Design vga_scan_engine_flat, sky130hd; sources not shown.
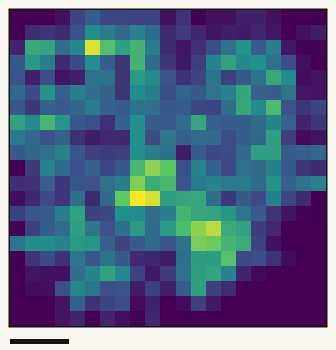
wire_density.png
Bar = 20 µm. 21 x 21 tiles, from dark purple (low) to yellow (high), scaled to the fullest tile. Values are wire area over tile area, all layers added.
15% of the tiles are nearly empty. The fullest tile reaches 0.51. The emptiest ninth of the die: lower right. The mean over all tiles is 0.14. 14% of the tiles are over half the peak.
Global Route Usage Sum: 18.4%
drt wl/cell: 16.3 µm
via count: 3,527
routed wire length: 10.1 mm

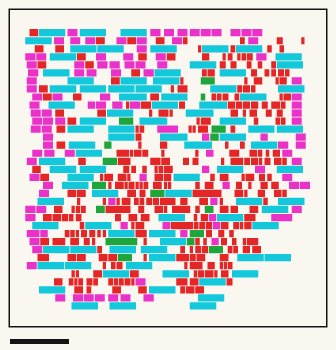
cell_classes.png
Bar = 20 µm.
Key: all other logic = red [cells 298, share of their area 36%]; other buffers and delay cells = magenta [cells 109, share of their area 20%]; clock drivers and dummy loads = green [cells 16, share of their area 3.6%]; flops = cyan [cells 89, share of their area 41%]
flop share of the area: 39.6%
design area: 5640 µm²
final core occ: 61.4%

==> Changelog: implementation <==
## Implementation

- Buf/Inv on CP: 4
- Vias in the first global route: 3,487
- Non-clk invs: 13
- Global-route wire length before repair: 17.1 mm
- Largest net degree at the start of global routing: 40
- Core area: 9200 µm²
- Via-per-instance ratio: 5.66
- CTS tree: done
- Largest delay share family, worst path: buffers and inverters
- CTS Buffer Depth: 2
- Status: finished clean
- Fillers: 801
- Resized Gates After CTS: 2
- CP endpoint kind: primary output
- Die width: 107 µm
- Final Setup Violations: 0
- Crit path launch type: input port
- Top Layout Cells: clkdlybuf4s50_1, dfrtp_1, nand2_1
- Post-CTS Setup Inserts: 0
- Dpl cells: 607
- Adder Area Share: 1.74%
- Sw Ratio: 27.8%
- Max capacitance violation total: 0
- Worst path required time: 2.32 ns
- Synthesized area per cell: 10.6 µm²
- Async set-reset flop share out of synthesis: 100%
- I/O pin count: 93
- Met1 GRT Util: 25.2%
- Initial antenna violation count: 0
